`src/rtl/key_word_loader_if.sv`:
```
// Word-stream handshake between a firmware/bus feeder and the key word loader.
interface key_word_loader_if #(
  parameter int DW = 32
);
  logic              wr_valid;
  logic              wr_ready;
  logic [DW-1:0]     wr_data;
  logic [DW/8-1:0]   wr_par;

  modport master (output wr_valid, output wr_data, output wr_par, input wr_ready);
  modport slave  (input wr_valid, input wr_data, input wr_par, output wr_ready);
endinterface

```
`src/rtl/key_word_loader.sv`:
```
// Key word loader: collects DW-bit parity-protected words into a W-bit staging
// buffer and hands the full key to the key register as a single-cycle load
// strobe. Any parity error, inter-word timeout or zeroize wipes the buffer.
module key_word_loader #(
  parameter int W       = 128,
  parameter int DW      = 32,
  parameter int TIMEOUT = 255
) (
  input  logic                 clk,
  input  logic                 rst_n,
  key_word_loader_if.slave     bus,
  input  logic                 zeroize,
  output logic                 load,
  output logic [W-1:0]         key_out,
  output logic                 busy,
  output logic                 err,
  output logic [1:0]           err_code
);

  localparam int N     = W / DW;
  localparam int NB    = DW / 8;
  localparam int CNT_W = $clog2(N + 1);
  localparam int TMO_W = $clog2(TIMEOUT + 1);

  localparam logic [1:0] IDLE    = 2'd0;
  localparam logic [1:0] COLLECT = 2'd1;
  localparam logic [1:0] COMMIT  = 2'd2;
  localparam logic [1:0] WIPE    = 2'd3;

  localparam logic [1:0] ERR_NONE   = 2'b00;
  localparam logic [1:0] ERR_PARITY = 2'b01;
  localparam logic [1:0] ERR_TMO    = 2'b10;
  localparam logic [1:0] ERR_ZERO   = 2'b11;

  logic [1:0]       state_q;
  logic [W-1:0]     stage_q;
  logic [CNT_W-1:0] cnt_q;
  logic [TMO_W-1:0] tmo_q;
  logic             par_ok;
  logic             accept;
  logic             last_word;
  logic             timeout_hit;

  // Odd parity per byte lane: every {par, byte} group must XOR to 1.
  always_comb begin
    // NOTE: default first, so no path through the loop leaves par_ok unassigned (no latch).
    par_ok = 1'b1;
    for (int i = 0; i < NB; i++) begin
      if (^{bus.wr_par[i], bus.wr_data[8*i +: 8]} != 1'b1) par_ok = 1'b0;
    end
  end

  assign bus.wr_ready = ((state_q == IDLE) || (state_q == COLLECT)) && !zeroize;
  assign accept       = bus.wr_valid && bus.wr_ready;
  assign last_word    = (cnt_q == CNT_W'(N - 1));
  assign timeout_hit  = (state_q == COLLECT) && !accept && (tmo_q == TMO_W'(TIMEOUT - 1));

  // The key is only visible during the commit cycle, and zeroize masks it at once.
  assign load     = (state_q == COMMIT) && !zeroize;
  assign key_out  = load ? stage_q : '0;
  assign busy     = (state_q != IDLE);

  // Transfer FSM, staging buffer, word index, idle counter and sticky error.
  // NOTE: the staging buffer is ordinary flops holding key material, so it is
  // reset along with the control state rather than left uninitialised.
  always_ff @(posedge clk or negedge rst_n) begin
    if (!rst_n) begin
      state_q  <= IDLE;
      stage_q  <= '0;
      cnt_q    <= '0;
      tmo_q    <= '0;
      err      <= 1'b0;
      err_code <= ERR_NONE;
    end else if (zeroize) begin
      // NOTE: non-blocking assignments throughout, so every branch sees the pre-edge state.
      state_q <= WIPE;
      if ((state_q == COLLECT) || (state_q == COMMIT)) begin
        err      <= 1'b1;
        err_code <= ERR_ZERO;
      end
    end else begin
      case (state_q)
        IDLE: begin
          if (accept) begin
            if (par_ok) begin
              stage_q[DW-1:0] <= bus.wr_data;
              cnt_q           <= CNT_W'(1);
              tmo_q           <= '0;
              err             <= 1'b0;
              err_code        <= ERR_NONE;
              state_q         <= (N == 1) ? COMMIT : COLLECT;
            end else begin
              err      <= 1'b1;
              err_code <= ERR_PARITY;
              state_q  <= WIPE;
            end
          end
        end
        COLLECT: begin
          if (accept) begin
            if (par_ok) begin
              stage_q[int'(cnt_q)*DW +: DW] <= bus.wr_data;
              cnt_q <= cnt_q + CNT_W'(1);
              tmo_q <= '0;
              if (last_word) state_q <= COMMIT;
            end else begin
              err      <= 1'b1;
              err_code <= ERR_PARITY;
              state_q  <= WIPE;
            end
          end else if (timeout_hit) begin
            err      <= 1'b1;
            err_code <= ERR_TMO;
            state_q  <= WIPE;
          end else begin
            tmo_q <= tmo_q + TMO_W'(1);
          end
        end
        COMMIT: begin
          state_q <= WIPE;
        end
        default: begin
          stage_q <= '0;
          cnt_q   <= '0;
          tmo_q   <= '0;
          state_q <= IDLE;
        end
      endcase
    end
  end

endmodule

```
`src/flat_wrapper.sv`:
```
// flat-port wrapper written by rule: the top's interface ports become plain ports
module key_word_loader_flat 
#(
  parameter int W       = 128,
  parameter int DW      = 32,
  parameter int TIMEOUT = 255
)
  (clk, rst_n, zeroize, load, key_out, busy, err, err_code, bus_wr_valid, bus_wr_data, bus_wr_par, bus_wr_ready);
  key_word_loader_if #(.DW(DW)) bus_i ();
  input  logic clk;
  input  logic rst_n;
  input  logic zeroize;
  output logic load;
  output logic [W-1:0] key_out;
  output logic busy;
  output logic err;
  output logic [1:0] err_code;
  input wire logic [$bits(bus_i.wr_valid)-1:0] bus_wr_valid;
  input wire logic [$bits(bus_i.wr_data)-1:0] bus_wr_data;
  input wire logic [$bits(bus_i.wr_par)-1:0] bus_wr_par;
  output wire logic [$bits(bus_i.wr_ready)-1:0] bus_wr_ready;
  assign bus_i.wr_valid = bus_wr_valid;
  assign bus_i.wr_data = bus_wr_data;
  assign bus_i.wr_par = bus_wr_par;
  assign bus_wr_ready = bus_i.wr_ready;
  key_word_loader #(.W(W), .DW(DW), .TIMEOUT(TIMEOUT)) u_core (.clk(clk), .rst_n(rst_n), .bus(bus_i), .zeroize(zeroize), .load(load), .key_out(key_out), .busy(busy), .err(err), .err_code(err_code));
endmodule
```
`config.mk`:
```
export PLATFORM = sky130hd
export DESIGN_NAME = key_word_loader_flat
export DESIGN_NICKNAME = d
export VERILOG_FILES = /design/src/rtl/key_word_loader_if.sv /design/src/rtl/key_word_loader.sv /design/src/flat_wrapper.sv
export SDC_FILE = /design/constraint.sdc
export NUM_CORES = 1
export LEC_CHECK = 0
export CAP_MARGIN = 20
export CELL_PAD_IN_SITES_DETAIL_PLACEMENT = 0
export CELL_PAD_IN_SITES_GLOBAL_PLACEMENT = 1
export CORE_MARGIN = 2
export CORE_UTILIZATION = 42
export DETAILED_ROUTE_END_ITERATION = 8
export PLACE_DENSITY = 0.9
export SLEW_MARGIN = 40
export SYNTH_ARGS = -nofsm -noshare
export SYNTH_HDL_FRONTEND = slang
export SYNTH_SLANG_ARGS = --single-unit
```
`constraint.sdc`:
```
create_clock -name clk -period 4.04 [get_ports clk]
set_clock_uncertainty 0.05 [all_clocks]
set_input_delay 0.404 -clock clk [delete_from_list [all_inputs] [get_ports clk]]
set_output_delay 0.404 -clock clk [all_outputs]
set_load 0.005 [all_outputs]
```
==> results.cfg <==
; flow metrics
[pwr]
clkPwrFrac = 0.359
p_comb_w = 0.00109
comb_power_share = 0.259
p_total_w = 0.00420
p_clk_w = 0.00151
p_sw_w = 0.00137
power_leakage_nw = 4.13
seqPwrFrac = 0.381
power.share.switching = 0.326
power-top-group = registers

[finish]
top_regs = u_core.stage_q x128, u_core.tmo_q x8, u_core.cnt_q x3
lay_top_cells = 172 x clkdlybuf4s50_1, 144 x dfrtp_1, 130 x and2_1
largest-register = u_core.stage_q
fill_cells = 1360
buffer_area_frac = 0.201
nets = 818
inverters = 12
largest_class = registers
clock_buffers = 20
fin_area_um2 = 9620
largest_register_ffs = 128
ff_count = 144
comb_area_um2 = 3210
drive_gt1_frac = 0.0795
antennaDiodeCount = 0
area_growth_pct = 35.2

[die]
die_w_um = 134
io_pins = 174
n_tap_cell = 220
die_area_um2 = 18000
std_cell_rows = 47
dieHeight_um = 134
floorplan.core_util = 0.429

[synthesis]
ys_cells = 616
xor_share = 0.0434
synthTopCellsByCount = 144 x dfrtp_1, 130 x and2_1, 129 x a32o_1, 31 x clkbuf_1, 26 x buf_2
yosysWarnings = 0
ys_async_sr_fraction = 1.00
ys.flop_type = dfrtp_1
ys.flops = 144
ys_chip_area_um2 = 7120
synth.top_cell.area_share = 0.506
mappedNetlistArea_um2 = 7120
synth_cell_type_count = 50
synth.largest_area_cell = dfrtp_1
syn_area_per_cell_um2 = 11.6
yosys.cell_count.top_type = dfrtp_1
aoi_share = 0.226
postSynthNetCount = 666
top_logic_kind = AND-OR/OR-AND gates
postSynthCellCount = 616
topCellsByArea = dfrtp_1 51%, a32o_1 18%, and2_1 11%, xnor2_1 2.6%, buf_2 1.8%
synthSimpleGateAreaFrac = 0.155
ys_seq_frac = 0.506

[setup_path]
max_stage_delay_ns = 0.51
path_depth = 6
startpoint = u_core.state_q[0]
r2r_start = u_core.cnt_q[0]
crit_arrival_ns = 2.61
worstSetupPathType = register to primary output
ff2ff_path_depth = 8
rrSetupSlack_ns = 1.22
r2r-end = u_core.stage_q[17]
critPathCapture = key_out[32]
crit_chain = inv_1 -> ha_1 -> nor2b_4 -> buf_12 -> and2_1 -> clkdlybuf4s50_1
critPathBufInv = 3
crit_path_start_kind = register
cp_top_family = buffers and inverters

[cts]
cts-htree-levels = 4
cts_resized = 0
cts_made_buffers = 17
cts_tree = done
clk_pin_slew_ns = 0.06
cts_setup_buffers = 0
clock_latency_ns = 0.42
root_buffer = clkbuf_16

[global_routing]
grt_pass1_vias = 5962
antenna_found_initial = 0
grt_busiest_layer = met2
met2_usage = 0.384
grt_use_met3 = 0.0503
grt_start_max_net_pins = 130

[final_timing]
timing.fmax_mhz = 326
hold_viol = 0
fin_ws_ns = 0.974
finalCriticalPeriod_ns = 3.07
slew_viol_final = 0
setup_tns_ns = 0
finalClockPeriodUsage = 0.759
worst_pin_slew_ns = 0.694
rsz0062_at_grt = no

[placed_design]
dp_hpwl_mm = 13.7
port-buffer-count = 173
place_ws_ns = 0.691
place_congestion = 0.767
dpl_cell_area_um2 = 9010

[detailed_routing]
vias = 5881
dr.pass1.iters = 5
dr.max_layer_used = met4
wl_per_cell_um = 20.7
wl_met2_mm = 10.3
vias_per_cell = 5.88
ant_nets = 0
wl_met3_mm = 1.19
drt_wl_total_mm = 20.7

[job]
warning_count = 34
cap_violations = 0

[outcome]
status = completed

[worst_hold_path]
min_path_type = primary input to asynchronous set/reset pin
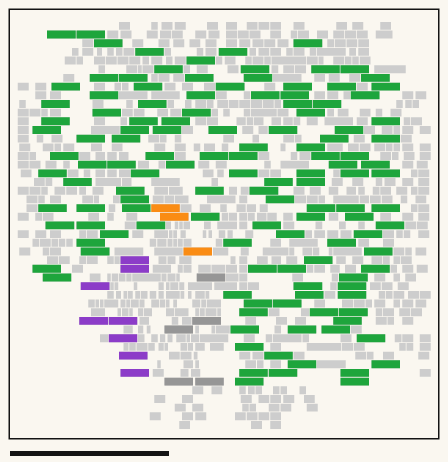
(register map, names as in the netlist)
Bar = 50 um. Other sequential cells in the stronger grey, the rest of the logic in the fainter grey.
netlist name	colour	flops
`u_core.cnt_q`	orange	3
`u_core.tmo_q`	purple	8
`u_core.stage_q`	green	128
Seq. pwr: 0.00160 W
Final Util: 0.580
sequential share of cell area: 0.375
Flop area: 3600 um2

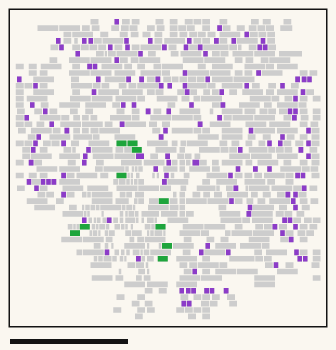
(gate families picked out)
Bar = 50 um.
family	colour	cells
and/or cells	purple	139
fa/ha/maj cells	green	10
most frequent logic cell in the layout: clkdlybuf4s50_1
fin cells: 1,000
Comb/total area: 0.333

Power figures rest on the tool's default switching activity, not on a simulated workload.
